File: src/rtl/mem_access_unit_if.sv
// Request/response handshake between the datapath and mem_access_unit.
// master = requester, slave = the access unit.
interface mem_access_unit_if #(
  parameter int ADDRESS_WIDTH = 8
);
  logic                     req_valid_in;
  logic                     req_ready_out;
  logic                     req_write_in;
  logic [1:0]               req_size_in;
  logic                     req_signed_in;
  logic [ADDRESS_WIDTH-1:0] req_address_in;
  logic [31:0]              req_data_in;
  logic                     resp_valid_out;
  logic [31:0]              resp_data_out;
  logic                     resp_error_out;

  modport master (
    output req_valid_in,
    output req_write_in,
    output req_size_in,
    output req_signed_in,
    output req_address_in,
    output req_data_in,
    input  req_ready_out,
    input  resp_valid_out,
    input  resp_data_out,
    input  resp_error_out
  );

  modport slave (
    input  req_valid_in,
    input  req_write_in,
    input  req_size_in,
    input  req_signed_in,
    input  req_address_in,
    input  req_data_in,
    output req_ready_out,
    output resp_valid_out,
    output resp_data_out,
    output resp_error_out
  );
endinterface

File: src/rtl/mem_access_unit.sv
// One-at-a-time load/store initiator for the data-side ports of
// tri_port_memory: alignment check, single strobe cycle, load extension.
module mem_access_unit #(
  parameter int ADDRESS_WIDTH = 8
) (
  input  logic                     clock_in,
  input  logic                     reset_in,
  mem_access_unit_if.slave         req_bus,
  output logic [ADDRESS_WIDTH-1:0] mem_address_out,
  output logic [31:0]              mem_write_data_out,
  output logic                     mem_write_out,
  output logic                     mem_read_en_out,
  output logic [1:0]               mem_mode_out,
  input  logic [31:0]              mem_read_data_in
);

  typedef enum logic [1:0] {
    IDLE,
    READ,
    WRITE,
    RESP
  } state_t;

  typedef struct packed {
    logic                     write;
    logic [1:0]               size;
    logic                     sgn;
    logic [ADDRESS_WIDTH-1:0] addr;
    logic [31:0]              data;
  } req_t;

  localparam logic [1:0] SZ_WORD = 2'b00;
  localparam logic [1:0] SZ_ILL  = 2'b01;
  localparam logic [1:0] SZ_HALF = 2'b10;
  localparam logic [1:0] SZ_BYTE = 2'b11;

  state_t      state_q;
  state_t      state_d;
  req_t        req_q;
  req_t        req_d;
  logic        err_q;
  logic        err_d;
  logic [31:0] rd_q;
  logic [31:0] rd_d;
  logic        ready;
  logic        accept;
  logic        bad;
  logic [31:0] ext;

  // Ready is masked by reset so nothing is accepted while held in reset.
  assign ready  = (state_q == IDLE) && reset_in;
  assign accept = ready && req_bus.req_valid_in;

  always_comb begin
    bad = 1'b0;
    unique case (1'b1)
      req_bus.req_size_in == SZ_ILL:
        bad = 1'b1;
      req_bus.req_size_in == SZ_WORD:
        bad = |req_bus.req_address_in[1:0];
      req_bus.req_size_in == SZ_HALF:
        bad = req_bus.req_address_in[0];
      default:
        bad = 1'b0;
    endcase
  end

  always_comb begin
    state_d = state_q;
    req_d   = req_q;
    err_d   = err_q;
    rd_d    = rd_q;
    unique case (state_q)
      IDLE: begin
        if (accept) begin
          req_d.write = req_bus.req_write_in;
          req_d.size  = req_bus.req_size_in;
          req_d.sgn   = req_bus.req_signed_in;
          req_d.addr  = req_bus.req_address_in;
          req_d.data  = req_bus.req_data_in;
          err_d       = bad;
          if (bad)
            state_d = RESP;
          else if (req_bus.req_write_in)
            state_d = WRITE;
          else
            state_d = READ;
        end
      end
      READ: begin
        // Memory reads on the falling edge, so data is stable here.
        rd_d    = mem_read_data_in;
        state_d = RESP;
      end
      WRITE: begin
        state_d = RESP;
      end
      RESP: begin
        state_d = IDLE;
      end
      default: begin
        state_d = IDLE;
      end
    endcase
  end

  always_ff @(posedge clock_in) begin
    if (!reset_in) begin
      state_q <= IDLE;
      req_q   <= '0;
      err_q   <= 1'b0;
      rd_q    <= '0;
    end else begin
      state_q <= state_d;
      req_q   <= req_d;
      err_q   <= err_d;
      rd_q    <= rd_d;
    end
  end

  always_comb begin
    ext = rd_q;
    unique case (1'b1)
      req_q.size == SZ_HALF:
        ext = {{16{req_q.sgn & rd_q[15]}}, rd_q[15:0]};
      req_q.size == SZ_BYTE:
        ext = {{24{req_q.sgn & rd_q[7]}}, rd_q[7:0]};
      default:
        ext = rd_q;
    endcase
  end

  assign req_bus.req_ready_out  = ready;
  assign req_bus.resp_valid_out = (state_q == RESP);
  assign req_bus.resp_error_out = (state_q == RESP) && err_q;
  assign req_bus.resp_data_out  =
    ((state_q == RESP) && !err_q && !req_q.write) ? ext : 32'h0;

  assign mem_write_out      = (state_q == WRITE);
  assign mem_read_en_out    = (state_q == READ);
  assign mem_address_out    = req_q.addr;
  assign mem_write_data_out = req_q.data;
  assign mem_mode_out       = req_q.size;

endmodule
File: src/flat_wrapper.sv
// flat-port wrapper written by rule: the top's interface ports become plain ports
module mem_access_unit_flat 
#(
  parameter int ADDRESS_WIDTH = 8
)
  (clock_in, reset_in, mem_address_out, mem_write_data_out, mem_write_out, mem_read_en_out, mem_mode_out, mem_read_data_in, req_bus_req_valid_in, req_bus_req_write_in, req_bus_req_size_in, req_bus_req_signed_in, req_bus_req_address_in, req_bus_req_data_in, req_bus_req_ready_out, req_bus_resp_valid_out, req_bus_resp_data_out, req_bus_resp_error_out);
  mem_access_unit_if #(.ADDRESS_WIDTH(ADDRESS_WIDTH)) req_bus_i ();
  input  logic clock_in;
  input  logic reset_in;
  output logic [ADDRESS_WIDTH-1:0] mem_address_out;
  output logic [31:0] mem_write_data_out;
  output logic mem_write_out;
  output logic mem_read_en_out;
  output logic [1:0] mem_mode_out;
  input  logic [31:0] mem_read_data_in;
  input wire logic [$bits(req_bus_i.req_valid_in)-1:0] req_bus_req_valid_in;
  input wire logic [$bits(req_bus_i.req_write_in)-1:0] req_bus_req_write_in;
  input wire logic [$bits(req_bus_i.req_size_in)-1:0] req_bus_req_size_in;
  input wire logic [$bits(req_bus_i.req_signed_in)-1:0] req_bus_req_signed_in;
  input wire logic [$bits(req_bus_i.req_address_in)-1:0] req_bus_req_address_in;
  input wire logic [$bits(req_bus_i.req_data_in)-1:0] req_bus_req_data_in;
  output wire logic [$bits(req_bus_i.req_ready_out)-1:0] req_bus_req_ready_out;
  output wire logic [$bits(req_bus_i.resp_valid_out)-1:0] req_bus_resp_valid_out;
  output wire logic [$bits(req_bus_i.resp_data_out)-1:0] req_bus_resp_data_out;
  output wire logic [$bits(req_bus_i.resp_error_out)-1:0] req_bus_resp_error_out;
  assign req_bus_i.req_valid_in = req_bus_req_valid_in;
  assign req_bus_i.req_write_in = req_bus_req_write_in;
  assign req_bus_i.req_size_in = req_bus_req_size_in;
  assign req_bus_i.req_signed_in = req_bus_req_signed_in;
  assign req_bus_i.req_address_in = req_bus_req_address_in;
  assign req_bus_i.req_data_in = req_bus_req_data_in;
  assign req_bus_req_ready_out = req_bus_i.req_ready_out;
  assign req_bus_resp_valid_out = req_bus_i.resp_valid_out;
  assign req_bus_resp_data_out = req_bus_i.resp_data_out;
  assign req_bus_resp_error_out = req_bus_i.resp_error_out;
  mem_access_unit #(.ADDRESS_WIDTH(ADDRESS_WIDTH)) u_core (.clock_in(clock_in), .reset_in(reset_in), .req_bus(req_bus_i), .mem_address_out(mem_address_out), .mem_write_data_out(mem_write_data_out), .mem_write_out(mem_write_out), .mem_read_en_out(mem_read_en_out), .mem_mode_out(mem_mode_out), .mem_read_data_in(mem_read_data_in));
endmodule
File: config.mk
export PLATFORM = sky130hd
export DESIGN_NAME = mem_access_unit_flat
export DESIGN_NICKNAME = d
export VERILOG_FILES = /design/src/rtl/mem_access_unit_if.sv /design/src/rtl/mem_access_unit.sv /design/src/flat_wrapper.sv
export SDC_FILE = /design/constraint.sdc
export NUM_CORES = 1
export LEC_CHECK = 0
export ABC_AREA = 1
export CAP_MARGIN = 40
export CORE_UTILIZATION = 36
export DETAILED_ROUTE_END_ITERATION = 6
export PLACE_DENSITY = 0.73
export REMOVE_ABC_BUFFERS = 1
export SKIP_LAST_GASP = 1
export SLEW_MARGIN = 20
export SYNTH_ARGS = -nofsm -noshare
export SYNTH_HDL_FRONTEND = slang
export SYNTH_SLANG_ARGS = --single-unit
File: constraint.sdc
create_clock -name clock_in -period 2.4 [get_ports clock_in]
set_input_delay 0.36 -clock clock_in [delete_from_list [all_inputs] [get_ports clock_in]]
set_output_delay 0.36 -clock clock_in [all_outputs]
set_load 0.005 [all_outputs]
Run 1, gate-type map:
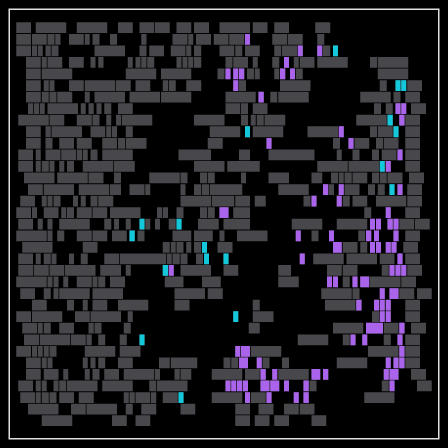
- cyan: inv cells (cells 18)
- purple: nor cells (cells 90)

Run 1, clock routing:
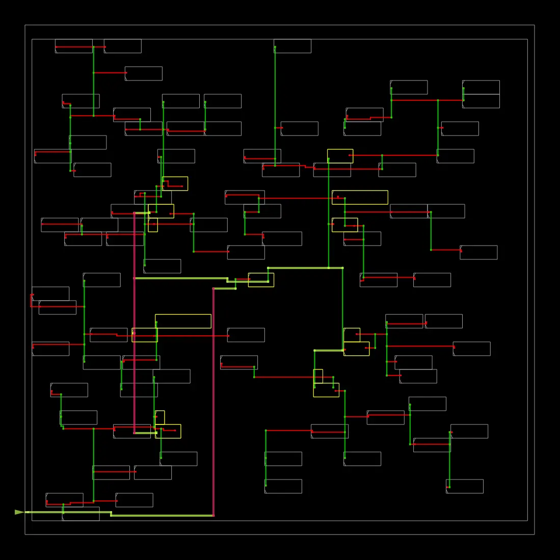
clk pwr: 1.05 mW
Sink Count: 79
clock buf count: 9
CTS Buf Count: 9

Run 1, pin placement:
The bar under the picture is 20 um long. Pins as bars across the die edge, other pins in gray.
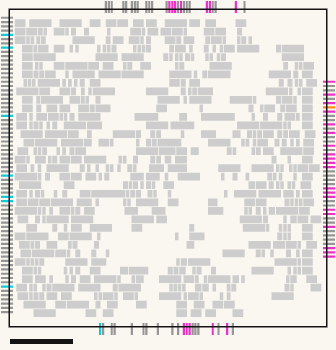
- cyan: req_bus_req_address_in (pins 8; direction input; edge 7 left, 1 bottom)
- orange: mem_read_en_out (pins 1; direction output; edge right)
- magenta: mem_read_data_in (pins 32; direction input; edge 20 right, 7 top, 5 bottom)
- all pins by edge: 70 left, 42 right, 26 top, 20 bottom

==> Slide: Implementation Results, run 1 <==
Implementation Results

Status
  – Result of the run: complete, no violations

Die
  – Placement Rows: 35
  – Die Span Y: 101 um
  – Fp util: 0.376
  – Core area: 9330 um2
  – I/O Pins: 158
  – Die W: 101 um
  – Die area: 10100 um2

Critical path
  – Crit-path cells: nand4_4 > nand3_2 > nand3_4 > buf_12 > nor2_2 > clkdlybuf4s50_1
  – Crit-path max cell delay: 0.50 ns
  – Reg-to-Reg Start: u_core.state_q[1]
  – Crit path max fanout: 16
  – Critical path's slowest cell: clkdlybuf4s50_1
  – CP endpoint kind: output port
  – CP Data Required Time: 2.04 ns
  – Setup CP Type: reg2out
  – CP delay by family, top: buffers and inverters
  – Type of origin of the critical path: flop
  – Arrival @ worst endpoint: 1.92 ns
  – Crit path buf inv count: 2
  – Worst Setup SP: u_core.req_q[40]

Routing
  – WL final: 8.82 mm
  – Avg Vias per Cell: 4.55
  – DRT met1 WL: 3.85 mm
  – Initial drt markers: 49
  – Met3 wire length: 1.07 mm
  – DR DRC count: 0
  – DR top layer: met4
  – Total number of vias: 3234
  – Drt wl/cell: 12.4 um
  – WL met2: 3.75 mm
  – Antenna-violating nets left: 0
  – DRT Pass-1 Iters: 4

Synthesis
  – Seq/Total Area, Yosys: 0.451
  – Post-synth area hogs: dfxtp_1 (45%), nand2_1 (11%), buf_4 (9.2%)
  – Area reported by Yosys stat: 3510 um2
  – Ys cells: 472
  – Yosys top cell by area: dfxtp_1
  – Syn Area/Cell: 7.44 um2
  – Distinct lib cells: 20
  – Register bit total from synthesis: 79
  – Syn Inst Count: 472
  – Yosys warning tally: 0
  – Post-synth top area share: 0.451
  – Mapped cell area: 3510 um2

Power and ir drop
  – Max IR drop VDD: 0.442 mV
  – Power Dens Cells: 852 nW/um2
  – Tot Pwr: 4.34 mW
  – Pleak: 2.13 nW

Place
  – Dpl cell area: 4850 um2
  – I/O Buffers: 157
  – Post-DP HPWL: 6.30 mm
  – RePlAce Congestion: 0.721

Clock network
  – TritonCTS clock tree: yes
  – # resized after CTS: 1
  – H-tree depth: 3
  – Clock buffer depth: 2
  – Worst skew pair latency: 0.34 ns
  – Root buffer cell: clkbuf_8
  – Hold-fix buffers at CTS: 0
  – Clock Pin Slew Worst Setup and Hold Paths: 0.08 ns
  – Post CTS Setup Buffer Count: 1

STA
  – Worst slew margin: 0.686
  – Unrepaired setup endpoints after global routing: false
  – Post-Route Setup TNS: 0 ns
  – Final Hold Violation Tally: 0
  – Fin crit share: 0.949
  – Max frequency: 439 MHz
  – Final Critical Period: 2.28 ns
  – Slew Limit Fails: 0
  – Final setup skew: 0.00936 ns
  – Slew @ Worst Pin: 0.471 ns
  – # setup viols final: 0

Global route
  – Gr usage total: 0.179
  – Largest net degree at the start of global routing: 48
  – Vias in the first global route: 3076
  – Initial antenna violation count: 0
  – First-pass GRT wire length: 14.3 mm
  – Grt total ovfl: 0

Cells and area
  – P&R area growth vs syn: 45.0%
  – # diodes: 0
  – Post-layout net count: 662
  – Final Core Density: 0.546
  – Layout cells sized above 1: 0.0756
  – Most common logic cells in the final layout: clkdlybuf4s50_1 (156), nand2_1 (100), nor2_1 (79)
  – Cell area after layout: 5090 um2
  – FILL cells: 924
  – Commonest Layout Cell: clkdlybuf4s50_1

Hold path
  – Worst min path class: reg2reg
  – HP Start: u_core.rd_q[3]

Flow run
  – Tool Warnings: 29
  – Max_cap viols: 0
## run 1: layout make-up
| class | count | area (um2) | share of cell area |
|---|---|---|---|
| inverter | 18 | 67.6 | 0.0133 |
| multi-input combinational | 305 | 1420 | 0.278 |
| clock inverter | 6 | 83.8 | 0.0165 |
| clock buffer | 9 | 124 | 0.0243 |
| tap | 129 | 161 | 0.0317 |
| timing repair buffer | 165 | 1650 | 0.325 |
| sequential | 79 | 1580 | 0.311 |
## run 1: per-layer routing
layer	up-vias	track usage
met4	0	0.0803
met1	1418	0.211
li1	1660	-
met3	12	0.0804
met5	-	0
met2	144	0.280
## run 1: stage by stage
step           setup slack (ns)  cells  hold WS, ns
3_3_place_gp              0.316    695        0.445
5_1_grt                 0.00786    711        0.490
4_1_cts                 0.00795    711        0.462
6_report                  0.123    711        0.458
2_1_floorplan             0.584    402        0.434
3_5_place_dp              0.213    695        0.449
## run 1: kinds of logic (layout without fill, tap and decap cells)
kind of cell	Yosys count	after routing	synth area share
flops	79	79	0.451
simple gates	243	243	0.302
fa+ha+maj	5	5	0.0178
compound gates	57	57	0.0813
buf+inv	88	198	0.149
## run 1: cells in the mapped netlist (all sizes together)
master	count
nand3b	1
o21ai	38
nand2	101
nor2	90
clkbuf	16
buf	54
nand3	50
inv	18
dfxtp	79
ha	5
a21oi	19
nand4	1
## run 1: power by group
part	switching, mW	internal, mW
registers	0.189	1.67
logic	0.715	0.707
clock network	0.476	0.579
## run 1: path summary, 6_finish.rpt
| kind | to | slack [ns] | cells after the start |
|---|---|---|---|
| setup reg to reg | u_core.mem_write_data_out[0] | 0.65 | 7 |
| hold reg to reg | u_core.rd_q[3] | 0.46 | 2 |
| hold / removal | u_core.rd_q[3] | 0.46 | 2 |
| setup / recovery | req_bus_resp_data_out[25] | 0.12 | 6 |
Run 1, wiring heat map:
The die is cut into 20 by 20 equal tiles; white is low, dark blue is high, scaled to the fullest tile. Values are wire area over tile area, all layers added.
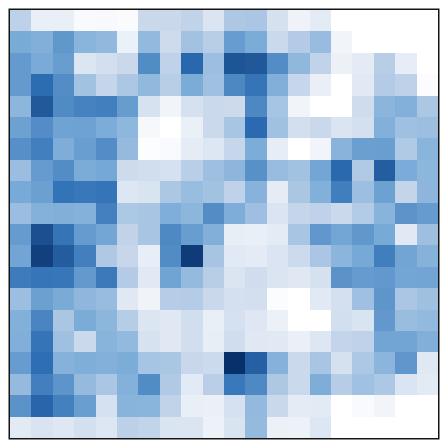

--- run 2 (diff from run 1) ---
--- a/config.mk
+++ b/config.mk
@@ -7,6 +7,7 @@
 export LEC_CHECK = 0
 export ABC_AREA = 1
 export CAP_MARGIN = 40
+export CORE_MARGIN = 4
 export CORE_UTILIZATION = 36
 export DETAILED_ROUTE_END_ITERATION = 6
 export PLACE_DENSITY = 0.73
Run 2, wiring heat map:
The die is cut into 21 by 21 equal tiles; white is low, dark blue is high, scaled to the fullest tile. Values are wire area over tile area, all layers added.
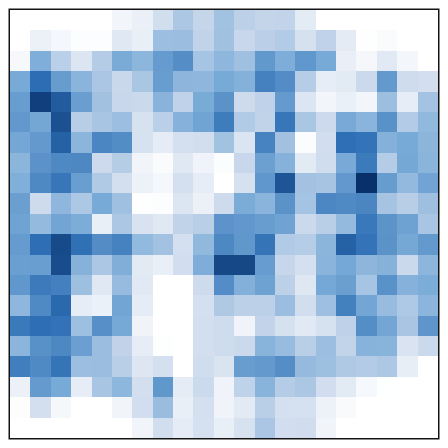
- tiles over half the peak: 27%
- fullest tile: 0.42
- mean over tiles: 0.14
- nearly empty tiles: 12%

Run 2, close-up of the layout:
The bar under the picture is 5 um long. Region (43, 65) to (63, 85) um. Cells in gray, sequential cells in the stronger gray; small squares are vias.
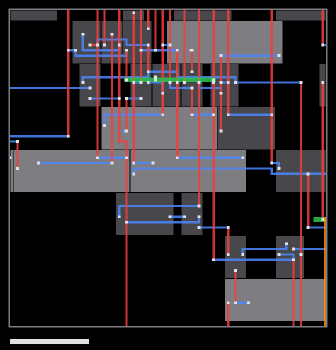
- orange: M4
- red: M2
- green: M3
- blue: M1
- most frequent: nand3_1 (5), nand2_1 (5), dfxtp_1 (5)
- sequential cells in the window: 5
- cells with their middle in the window: 19
- netlist names of flops here include: u_core.mem_write_data_out (4), u_core.req_q (1)

==> Slide: Implementation Results, run 2 <==
Implementation Results

Synthesis
  – Adder Area Share: 0.0178
  – Count leader, synth: nand2_1
  – Yosys warning tally: 0
  – XORs/XNORs by Area: 0
  – Register bit total from synthesis: 79
  – Mapped cell area: 3510 um2
  – Area fraction in mux cells: 0
  – Synth async-reset ratio: 0
  – Area reported by Yosys stat: 3510 um2
  – Top FF cell, synth: dfxtp_1
  – Simple-Gate Area Share: 0.302
  – Syn Inst Count: 472
  – Yosys top cell by area: dfxtp_1
  – Post-synth top area share: 0.451
  – Seq/Total Area, Yosys: 0.451
  – Post-synth area hogs: dfxtp_1 (45%), nand2_1 (11%), buf_4 (9.2%)
  – Distinct lib cells: 20
  – Syn Area/Cell: 7.44 um2
  – Number of enable flip-flop cells: 0
  – Ys cells: 472
  – Complex Gates by Area: 0.0813
  – Post-synth top cells: nand2_1 (101), dfxtp_1 (79), nor2_1 (79), nand3_1 (47), buf_4 (43)
  – Top logic family: simple AND/OR/NAND/NOR gates

Place
  – Post-DP HPWL: 6.86 mm
  – I/O Buffers: 157
  – Dpl cell area: 4850 um2
  – Placed Cells: 695
  – RePlAce Congestion: 0.717

STA
  – Unrepaired setup endpoints after global routing: false
  – Worst slew margin: 0.699
  – Slew @ Worst Pin: 0.451 ns
  – Post-Route Setup TNS: 0 ns
  – # setup viols final: 0
  – Final Critical Period: 2.29 ns
  – Final setup skew: 0.00681 ns
  – Fin crit share: 0.953
  – Slew Limit Fails: 0
  – Final Hold Violation Tally: 0
  – Max frequency: 437 MHz

Die
  – Placement Rows: 35
  – I/O Pins: 158
  – Die Span Y: 107 um
  – Fp util: 0.374
  – Die W: 107 um
  – Die area: 11400 um2
  – Core area: 9370 um2

Critical path
  – Setup CP Type: reg2out
  – Crit-path max cell delay: 0.52 ns
  – Flop2flop setup slack: 0.79 ns
  – Critical path's slowest cell: clkdlybuf4s50_1
  – CP delay by family, top: buffers and inverters
  – Crit-path cells: nand4_4 > nand3_2 > nand3_4 > buf_12 > nor2_2 > clkdlybuf4s50_1
  – CP endpoint kind: output port
  – Crit path max fanout: 16
  – Crit path capture: req_bus_resp_data_out[22]
  – CP Data Required Time: 2.04 ns
  – R2r endpoint: u_core.mem_write_data_out[5]
  – Type of origin of the critical path: flop
  – Critical path depth: 6
  – Crit path buf inv count: 2
  – Worst Setup SP: u_core.req_q[40]
  – Reg-to-Reg Start: u_core.state_q[0]
  – Worst Reg-to-Reg Cells: 7
  – Arrival @ worst endpoint: 1.93 ns

Clock network
  – TritonCTS clock tree: yes
  – Clock buffer depth: 2
  – Worst skew pair latency: 0.34 ns
  – Root buffer cell: clkbuf_8
  – H-tree depth: 3
  – Sink Count: 79
  – Hold-fix buffers at CTS: 0
  – CTS Buf Count: 9
  – Clock Pin Slew Worst Setup and Hold Paths: 0.08 ns

Routing
  – DR DRC count: 0
  – Avg Vias per Cell: 4.62
  – Total number of vias: 3286
  – Initial drt markers: 105
  – DRT Pass-1 Iters: 4
  – Antenna-violating nets left: 0
  – Drt wl/cell: 13.3 um
  – WL final: 9.45 mm

Global route
  – Grt total ovfl: 0
  – Vias in the first global route: 3135
  – Initial antenna violation count: 0
  – Largest net degree at the start of global routing: 49
  – Gr usage total: 0.165
  – First-pass GRT wire length: 15.2 mm

Cells and area
  – Final Non-Filler Cells: 712
  – Cell area after layout: 5060 um2
  – P&R area growth vs syn: 44.1%
  – Post-layout net count: 662
  – Commonest Layout Cell: clkdlybuf4s50_1
  – Comb area: 1420 um2
  – Flop area: 1580 um2
  – Most common logic cells in the final layout: clkdlybuf4s50_1 (156), nand2_1 (99), nor2_1 (79)
  – Layout cells sized above 1: 0.0755
  – FILL cells: 953
  – # diodes: 0

Power and ir drop
  – Max IR drop VDD: 0.414 mV
  – Tot Pwr: 4.17 mW
  – Pleak: 2.11 nW
  – Power Dens Cells: 825 nW/um2

Hold path
  – Min-Delay Endpoint: u_core.rd_q[3]
  – Worst min path class: reg2reg
  – Hold depth: 2
  – HP Start: u_core.rd_q[3]

Status
  – Result of the run: complete, no violations

Flow run
  – Tool Warnings: 29
  – Max_cap viols: 0
## run 2: area by class of cell
| type | count | share of cell area |
|---|---|---|
| multi-input combinational | 305 | 0.281 |
| tap | 129 | 0.0319 |
| sequential | 79 | 0.313 |
| clock inverter | 5 | 0.00668 |
| clock buffer | 11 | 0.0280 |
| timing repair buffer | 165 | 0.327 |
| inverter | 18 | 0.0134 |
## run 2: power breakdown
| part | switching (mW) | leakage [nW] | internal, mW |
|---|---|---|---|
| sequential | 0.184 | 0.650 | 1.67 |
| combinational | 0.723 | 1.37 | 0.707 |
| clock | 0.483 | 0.0853 | 0.403 |
| total | 1.39 | 2.11 | 2.78 |
## run 2: through the flow
step	setup slack, ns	hold slack (ns)	utilization
finish	0.112	0.463	0.540
global route	0.0158	0.486	0.540
CTS	0.0182	0.463	0.538
detailed placement	0.245	0.450	0.517
global placement	0.323	0.442	0.517
floorplan	0.584	0.434	-
## run 2: worst min-delay path: cells and delay by family, from the launching register on
family,cells,cell delay (ns)
flip-flops,1,0.31
buffers and inverters,1,0.06
AND-OR/OR-AND,1,0.06
## run 2: timing repair
| item | 4_1_cts | 5_1_grt |
|---|---|---|
| gates resized | 1 | 4 |
| gates cloned | 0 | 0 |
| setup buffers | 1 | 0 |
| endpoints found under the setup margin | 32 | 31 |
## run 2: layer usage
| metal | global-route usage | up-vias | share of wire |
|---|---|---|---|
| li1 | - | 1663 | - |
| met1 | 0.198 | 1481 | 0.42 |
| met2 | 0.268 | 130 | 0.46 |
| met3 | 0.0674 | 12 | 0.11 |
| met4 | 0.0575 | 0 | 0.014 |
| met5 | 0 | - | 0 |
Run 2, clock routing:
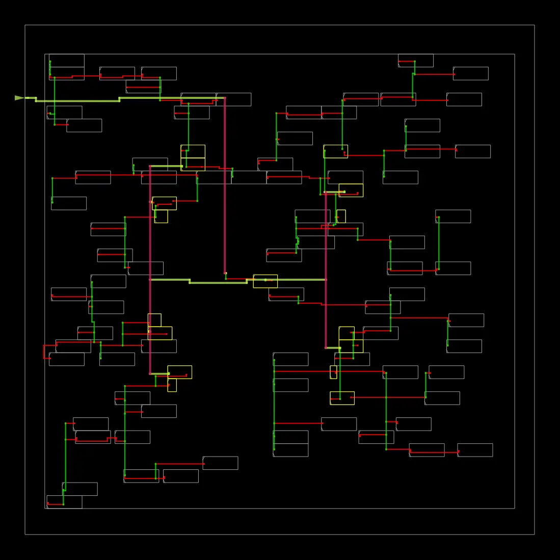

--- run 3 (diff from run 2) ---
--- a/config.mk
+++ b/config.mk
@@ -8,9 +8,9 @@
 export ABC_AREA = 1
 export CAP_MARGIN = 40
 export CORE_MARGIN = 4
-export CORE_UTILIZATION = 36
+export CORE_UTILIZATION = 45
 export DETAILED_ROUTE_END_ITERATION = 6
-export PLACE_DENSITY = 0.73
+export PLACE_DENSITY = 0.88
 export REMOVE_ABC_BUFFERS = 1
 export SKIP_LAST_GASP = 1
 export SLEW_MARGIN = 20
Run 3, clock routing:
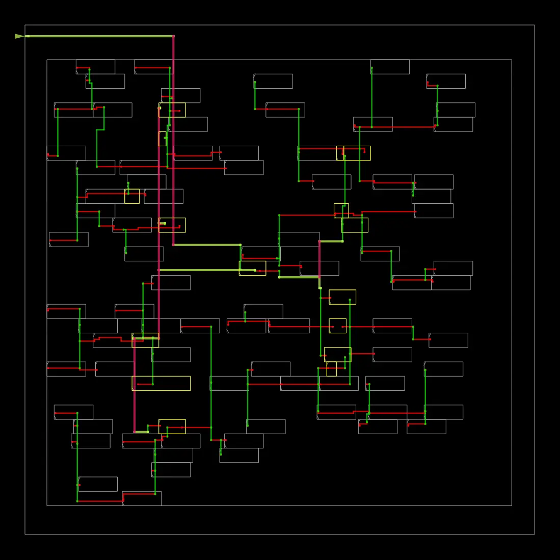
clock buf count: 11
worst skew pair latency: 0.34 ns
final setup skew: 0.00789 ns
clk pwr: 0.951 mW

Run 3, pin placement:
The bar under the picture is 20 um long. Pins as bars across the die edge, other pins in gray.
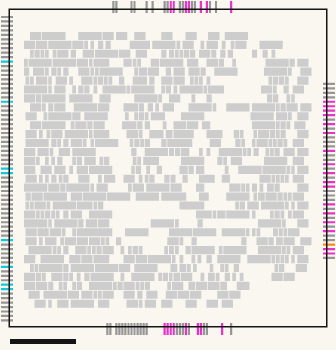
- orange: mem_read_en_out (pins 1; direction output; edge right)
- cyan: req_bus_req_address_in (pins 8; direction input; edge left)
- magenta: mem_read_data_in (pins 32; direction input; edge 17 right, 8 bottom, 7 top)
- all pins by edge: 69 left, 40 right, 28 bottom, 21 top

==> Slide: Implementation Results, run 3 <==
Implementation Results

Status
  – Result of the run: complete, no violations

Synthesis
  – Register bit total from synthesis: 79
  – Post-synth top cells: nand2_1 (101), dfxtp_1 (79), nor2_1 (79), nand3_1 (47), buf_4 (43)
  – Distinct lib cells: 20
  – Yosys warning tally: 0
  – Syn Inst Count: 472
  – Ys cells: 472
  – Count leader, synth: nand2_1
  – Seq/Total Area, Yosys: 0.451
  – Number of enable flip-flop cells: 0
  – Synth async-reset ratio: 0
  – Top FF cell, synth: dfxtp_1
  – Area reported by Yosys stat: 3510 um2
  – Post-synth top area share: 0.451

Die
  – I/O Pins: 158
  – Placement Rows: 31
  – Die Span Y: 96.3 um
  – Fp util: 0.474

Place
  – Placed Cells: 665
  – Post-DP HPWL: 6.98 mm
  – RePlAce Congestion: 0.746
  – I/O Buffers: 157

Hold path
  – HP Start: u_core.rd_q[4]
  – Hold depth: 2

Cells and area
  – Layout cells sized above 1: 0.0752
  – Post-layout net count: 664
  – Most common logic cells in the final layout: clkdlybuf4s50_1 (156), nand2_1 (100), nor2_1 (79)
  – Flop area: 1580 um2
  – Final Non-Filler Cells: 684
  – Comb area: 1410 um2

Routing
  – WL final: 9.59 mm
  – Antenna-violating nets left: 0
  – DRT Pass-1 Iters: 4
  – Initial drt markers: 114
  – Total number of vias: 3346

STA
  – Slew @ Worst Pin: 0.496 ns
  – Post-Route Setup TNS: 0 ns
  – Final Hold Violation Tally: 0
  – Fin crit share: 0.954
  – Slew Limit Fails: 0
  – Final Critical Period: 2.29 ns
  – Fin Hold WS: 0.465 ns
  – Unrepaired setup endpoints after global routing: false

Power and ir drop
  – Pleak: 2.12 nW
  – Max IR drop VDD: 0.506 mV
  – Clock power share: 0.224
  – Comb power frac: 0.337
  – Sw frac: 0.327
  – Power Dens Cells: 842 nW/um2
  – Pint: 2.86 mW

Critical path
  – Arrival @ worst endpoint: 1.93 ns
  – CP endpoint kind: output port
  – Type of origin of the critical path: flop
  – Crit path max fanout: 16
  – Flop2flop setup slack: 0.54 ns
  – Setup CP Type: reg2out
  – Reg-to-Reg Start: u_core.state_q[1]

Clock network
  – Clock buffer depth: 2
  – Clock Pin Slew Worst Setup and Hold Paths: 0.08 ns
  – H-tree depth: 3

Global route
  – Met1 usage: 0.224
  – Grt total ovfl: 0
  – Gr usage total: 0.209
  – Busiest layer in global routing: met2
  – GR Util met2: 0.352
  – GRT met3 Usage: 0.105

Flow run
  – Max_cap viols: 0
## run 3: cell counts after synthesis
No cell type changed its count.
## run 3: power by group through the flow
stage	sequential, mW	clock, mW	combinational, mW
floorplan	1.88	0	0.655
global placement	1.86	0	1.39
detailed placement	1.89	0	1.42
CTS	1.86	0.976	1.45
global route	1.91	1.03	1.61
finish	1.87	0.951	1.43
## run 3: timing repair
action / CTS / global route
resized: 1 / 3
setup endpoints to repair: 32 / 30
buffers inserted: 1 / 2
pin swaps: 0 / 1
cloned: 0 / 0
hold buffers: 0 / 0
## run 3: through the flow
stage          utilization  cell area (um2)  setup WS (ns)  power, mW
5_1_grt              0.681             5050        0.00683       4.55
3_3_place_gp         0.649             4810          0.355       3.25
4_1_cts              0.678             5020         0.0264       4.28
3_5_place_dp         0.649             4810          0.262       3.31
6_report             0.681             5050          0.111       4.25
2_1_floorplan            -             3060          0.584       2.53
## run 3: cell families (layout without fill, tap and decap cells)
| family | count (synthesis) | count (layout) | share of synthesized area |
|---|---|---|---|
| AND/OR/NAND/NOR | 243 | 243 | 0.302 |
| buffers and inverters | 88 | 201 | 0.149 |
| flip-flops | 79 | 79 | 0.451 |
| AND-OR/OR-AND | 57 | 57 | 0.0813 |
| adder cells (fa/ha/maj) | 5 | 5 | 0.0178 |
## run 3: final cells by class
class,instances,share of cell area
sequential,79,0.314
inverter,18,0.0134
clock buffer,11,0.0260
multi-input combinational,305,0.280
timing repair buffer,167,0.330
clock inverter,5,0.0117
tap,99,0.0245
## run 3: worst max-delay path: stages, from the launching register on
cell             delay (ns)
dfxtp_1                0.39
ha_1                   0.31
nand2_4                0.17
a21oi_1                0.19
clkdlybuf4s50_1        0.53
## run 3: metal layers
layer	vias to the layer above	wire [um]
met5	-	0
met2	154	4470
met3	14	1370
li1	1670	-
met1	1508	3610
met4	0	146
Power figures rest on the tool's default switching activity, not on a simulated workload.
